<file path="config.mk">
export PLATFORM = sky130hd
export DESIGN_NAME = word_serializer
export DESIGN_NICKNAME = d
export VERILOG_FILES = /design/src/rtl/word_serializer_pkg.sv /design/src/rtl/word_serializer_chunk_mux.sv /design/src/rtl/word_serializer.sv
export SDC_FILE = /design/constraint.sdc
export NUM_CORES = 1
export LEC_CHECK = 0
export CORE_MARGIN = 1
export CORE_UTILIZATION = 50
export CTS_CLUSTER_DIAMETER = 80
export DETAILED_ROUTE_END_ITERATION = 10
export GPL_TIMING_DRIVEN = 0
export PLACE_DENSITY = 0.83
export SYNTH_ARGS = -nofsm -noshare
export SYNTH_HDL_FRONTEND = slang
export SYNTH_SLANG_ARGS = --single-unit
</file>
<file path="constraint.sdc">
create_clock -name clk -period 3.3 [get_ports clk]
set_input_delay 0.33 -clock clk [delete_from_list [all_inputs] [get_ports clk]]
set_output_delay 0.33 -clock clk [all_outputs]
set_load 0.01 [all_outputs]
</file>
<file path="src/rtl/word_serializer_pkg.sv">
// Shared definitions for the word serializer: state encoding, default widths
// and a constant-foldable ceil(log2) helper.
package word_ser_pkg;

  localparam int unsigned DEF_WORD_W  = 16;
  localparam int unsigned DEF_CHUNK_W = 8;

  typedef enum logic {
    ST_IDLE = 1'b0,
    ST_SEND = 1'b1
  } state_t;

  function automatic int unsigned clog2(input int unsigned v);
    int unsigned r;
    r = 0;
    for (int unsigned i = 0; i < 32; i++) begin
      if ((64'd1 << i) < 64'(v)) r = i + 1;
    end
    return r;
  endfunction

endpackage

</file>
<file path="src/rtl/word_serializer_chunk_mux.sv">
// Combinational chunk selector: returns word[idx*CHUNK_W +: CHUNK_W].
module chunk_mux
  import word_ser_pkg::*;
#(
  parameter  int unsigned WORD_W  = DEF_WORD_W,
  parameter  int unsigned CHUNK_W = DEF_CHUNK_W,
  localparam int unsigned NCHUNK  = WORD_W / CHUNK_W,
  localparam int unsigned IDX_W   = clog2(NCHUNK)
) (
  input  logic [WORD_W-1:0]  word,
  input  logic [IDX_W-1:0]   idx,
  output logic [CHUNK_W-1:0] chunk
);

  // Out-of-range indices (non power-of-two NCHUNK) select zero.
  always_comb begin
    chunk = '0;
    for (int unsigned i = 0; i < NCHUNK; i++) begin
      if (idx == IDX_W'(i)) chunk = word[i*CHUNK_W +: CHUNK_W];
    end
  end

endmodule

</file>
<file path="src/rtl/word_serializer.sv">
// Splits a WORD_W word into WORD_W/CHUNK_W chunks over valid/ready, LSB- or MSB-first.
// Optional WORD_SER_PARITY_EN adds out_parity (XOR of out_data).
module word_serializer
  import word_ser_pkg::*;
#(
  parameter  int unsigned WORD_W  = DEF_WORD_W,
  parameter  int unsigned CHUNK_W = DEF_CHUNK_W,
  localparam int unsigned NCHUNK  = WORD_W / CHUNK_W,
  localparam int unsigned IDX_W   = clog2(NCHUNK)
) (
  input  logic               clk,
  input  logic               rst_n,
  input  logic               in_valid,
  output logic               in_ready,
  input  logic [WORD_W-1:0]  in_data,
  input  logic               in_msb_first,
  output logic               out_valid,
  input  logic               out_ready,
  output logic [CHUNK_W-1:0] out_data,
  output logic [IDX_W-1:0]   out_idx,
  output logic               out_last
`ifdef WORD_SER_PARITY_EN
  ,
  output logic               out_parity
`endif
);

  if ((WORD_W % CHUNK_W) != 0 || NCHUNK < 2) begin : g_bad_cfg
    $error("word_serializer: WORD_W must be a multiple of CHUNK_W with at least 2 chunks");
  end

  state_t              state, state_nxt;
  logic [WORD_W-1:0]   word_q, word_d;
  logic [IDX_W-1:0]    cnt_q, cnt_d;
  logic                msb_q, msb_d;
  logic                last;
  logic [IDX_W-1:0]    idx;
  logic [CHUNK_W-1:0]  chunk;

  assign last = (state == ST_SEND) && (cnt_q == IDX_W'(NCHUNK - 1));
  assign idx  = msb_q ? (IDX_W'(NCHUNK - 1) - cnt_q) : cnt_q;

  chunk_mux #(
    .WORD_W  (WORD_W),
    .CHUNK_W (CHUNK_W)
  ) u_chunk_mux (
    .word  (word_q),
    .idx   (idx),
    .chunk (chunk)
  );

  always_ff @(posedge clk or negedge rst_n) begin
    if (!rst_n) begin
      state  <= ST_IDLE;
      word_q <= '0;
      cnt_q  <= '0;
      msb_q  <= 1'b0;
    end else begin
      state  <= state_nxt;
      word_q <= word_d;
      cnt_q  <= cnt_d;
      msb_q  <= msb_d;
    end
  end

  // in_ready also opens on the last accepted beat so the next word loads with no bubble.
  always_comb begin
    state_nxt = state;
    word_d    = word_q;
    cnt_d     = cnt_q;
    msb_d     = msb_q;
    out_valid = (state == ST_SEND);
    in_ready  = (state == ST_IDLE) || (out_valid && out_ready && last);
    case (state)
      ST_IDLE: begin
        if (in_valid) begin
          word_d    = in_data;
          msb_d     = in_msb_first;
          cnt_d     = '0;
          state_nxt = ST_SEND;
        end
      end
      ST_SEND: begin
        if (out_ready) begin
          if (last) begin
            if (in_valid) begin
              word_d = in_data;
              msb_d  = in_msb_first;
              cnt_d  = '0;
            end else begin
              state_nxt = ST_IDLE;
            end
          end else begin
            cnt_d = cnt_q + 1'b1;
          end
        end
      end
      default: state_nxt = ST_IDLE;
    endcase
  end

  // Outputs are forced to zero outside SEND so a finished word never lingers.
  always_comb begin
    out_data = '0;
    out_idx  = '0;
    out_last = 1'b0;
    if (state == ST_SEND) begin
      out_data = chunk;
      out_idx  = idx;
      out_last = last;
    end
  end

`ifdef WORD_SER_PARITY_EN
  assign out_parity = ^out_data;
`endif

endmodule

</file>
congestion_map.png
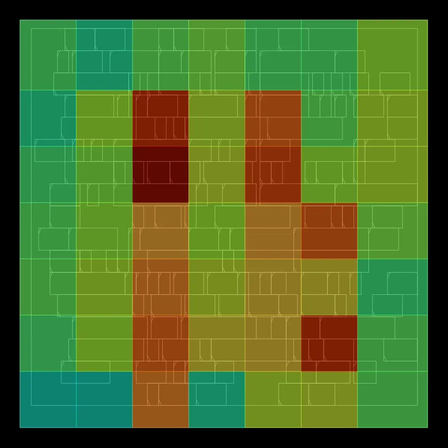
final core utilization: 0.7007
grt met2 use: 0.4178

layers.png
The bar under the picture is 20 um long. Two of the layers only.
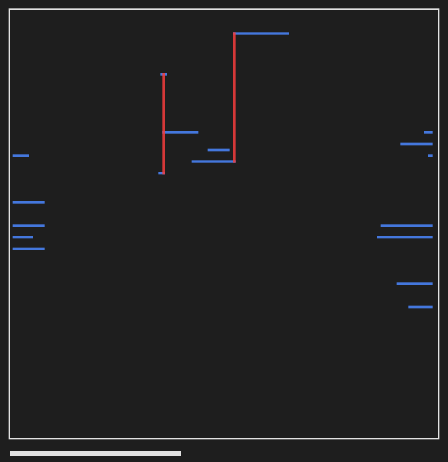
red -> M4  # wire length 26.5 um
blue -> M3  # wire length 54.5 um

gates.png
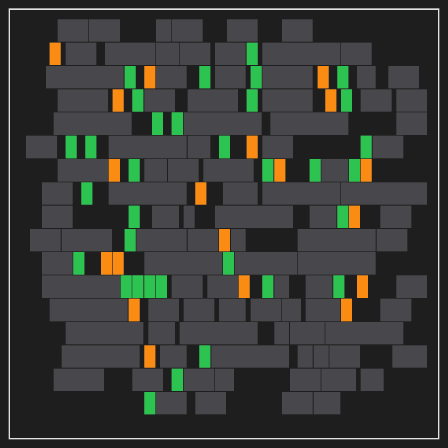
orange -> inv cells  # cells 19, most used inv_1
green -> nand cells  # cells 33, most used nand2_1

class_map.png
The bar under the picture is 20 um long.
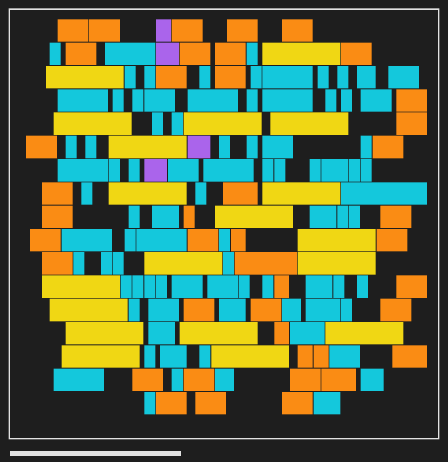
yellow -> registers  # cells 19, share of their area 32%
cyan -> remaining logic cells  # cells 86, share of their area 40%
purple -> clock drivers and dummy loads  # cells 4, share of their area 1.8%
orange -> remaining buffers and delay cells  # cells 42, share of their area 27%

==> flow_summary.yaml <==
# flow metrics
run_status:
  status: "complete, no violations"
global_routing:
  grt_max_degree: 20
  antenna_found_initial: 0
  grt_pass1_wl_um: 3946
place:
  place_area_sq_um: 1508
  dp.cells: 175
clocking:
  clock_path_buffers: 2
  cts_tree: "done"
  cts_resized: 0
  clk_latency_ps: 300
  cts_htree_levels: 1
  root_buffer: "clkbuf_4"
  post-cts-setup-buffers: 0
  cts_buffers: 3
yosys:
  ys.flop_type: "dfrtp_1"
  yosys.cell_types.count: 18
  syn_nets: 136
  synth_seq_share: 0.4126
  yosys_warnings: 0
critical_path:
  critPathSlowestCell: "clkdlybuf4s50_1"
  critPathMaxFanout: 9
  cp-endpoint: "out_data[1]"
  cp-end-kind: "primary output"
  cp.arrival_ps: 2030
  r2r_slack_ps: 1900
timing:
  rsz0062_at_grt: "no"
  finalClockSkew_ps: 9.461
  worst_pin_slew_ps: 822.2
route:
  top_layer: "met4"
  wl_met1_um: 1013
  wl_met3_um: 54
  routedWlPerCell_um: 13.20
power:
  ir_drop_mv: 0.4815
die:
  fp_util: 0.5260
  die_width_um: 50.01
  coreArea_sq_um: 2191
  rows: 17
## Yosys cell counts (2+ instances only)
cell type | instances | area, sq um
nand2_1 | 33 | 123.9
buf_6 | 3 | 33.78
nor2b_1 | 2 | 12.51
o32ai_1 | 7 | 61.31
dfrtp_1 | 19 | 475.5
o32ai_2 | 10 | 162.7
mux2i_1 | 8 | 80.08
inv_1 | 19 | 71.32
buf_2 | 5 | 25.02
## where the power goes
group,total [uW],leakage (uW),switching (uW),internal [uW]
logic,837,0.000453,363,474
registers,400,0.000233,60.4,340
clock network,119,0.0000177,73.9,45.1
## metal layers
layer | global-route usage | vias up
li1 | - | 456
met1 | 0.2136 | 458
met2 | 0.4178 | 19
met3 | 0.02469 | 5
met4 | 0.07143 | 0
met5 | 0 | -
## state kept, by name, summed over array words and instances, names as in the netlist
register	flops
cnt_q	1
msb_q	1
out_valid	1
word_q	16
## logic make-up after synthesis
logic type / after synthesis / synth area share
XOR/XNOR: 2 / 0.03149
flip-flops: 19 / 0.4126
AND-OR/OR-AND: 19 / 0.2128
multiplexers: 8 / 0.06949
buffers and inverters: 29 / 0.1335
AND/OR/NAND/NOR: 38 / 0.1401
## worst max-delay path: cells and delay by family (launching register included)
family,cells,cell delay [ps]
buf+inv,2,700
flops,1,390
mux,1,260
xor+xnor,1,380
## through the flow
stage               worst slack (ps)  power, uW
finish                         940.9       1356
global route                   867.6       1442
CTS                            921.0       1365
detailed placement             956.7       1249
global placement               984.8       1225
floorplan                       1837      934.7
## final cells by class
cell class | instances | area [sq um]
timing repair buffer | 32 | 320.3
sequential | 19 | 475.5
inverter | 19 | 71.32
clock inverter | 1 | 5.005
buffer | 10 | 82.58
multi-input combinational | 67 | 523.0
clock buffer | 3 | 22.52
tap | 28 | 35.03
fill | 178 | 655.6
## worst min-delay path by stage
stage          cells past startpoint         end  startpoint
2_1_floorplan                      0       cnt_q       rst_n
3_3_place_gp                       2  word_q[11]  word_q[11]
3_5_place_dp                       2  word_q[11]  word_q[11]
4_1_cts                            1  word_q[10]       rst_n
5_1_grt                            1   word_q[9]       rst_n
6_report                           1       cnt_q       rst_n
Power and IR drop assume default switching activity.
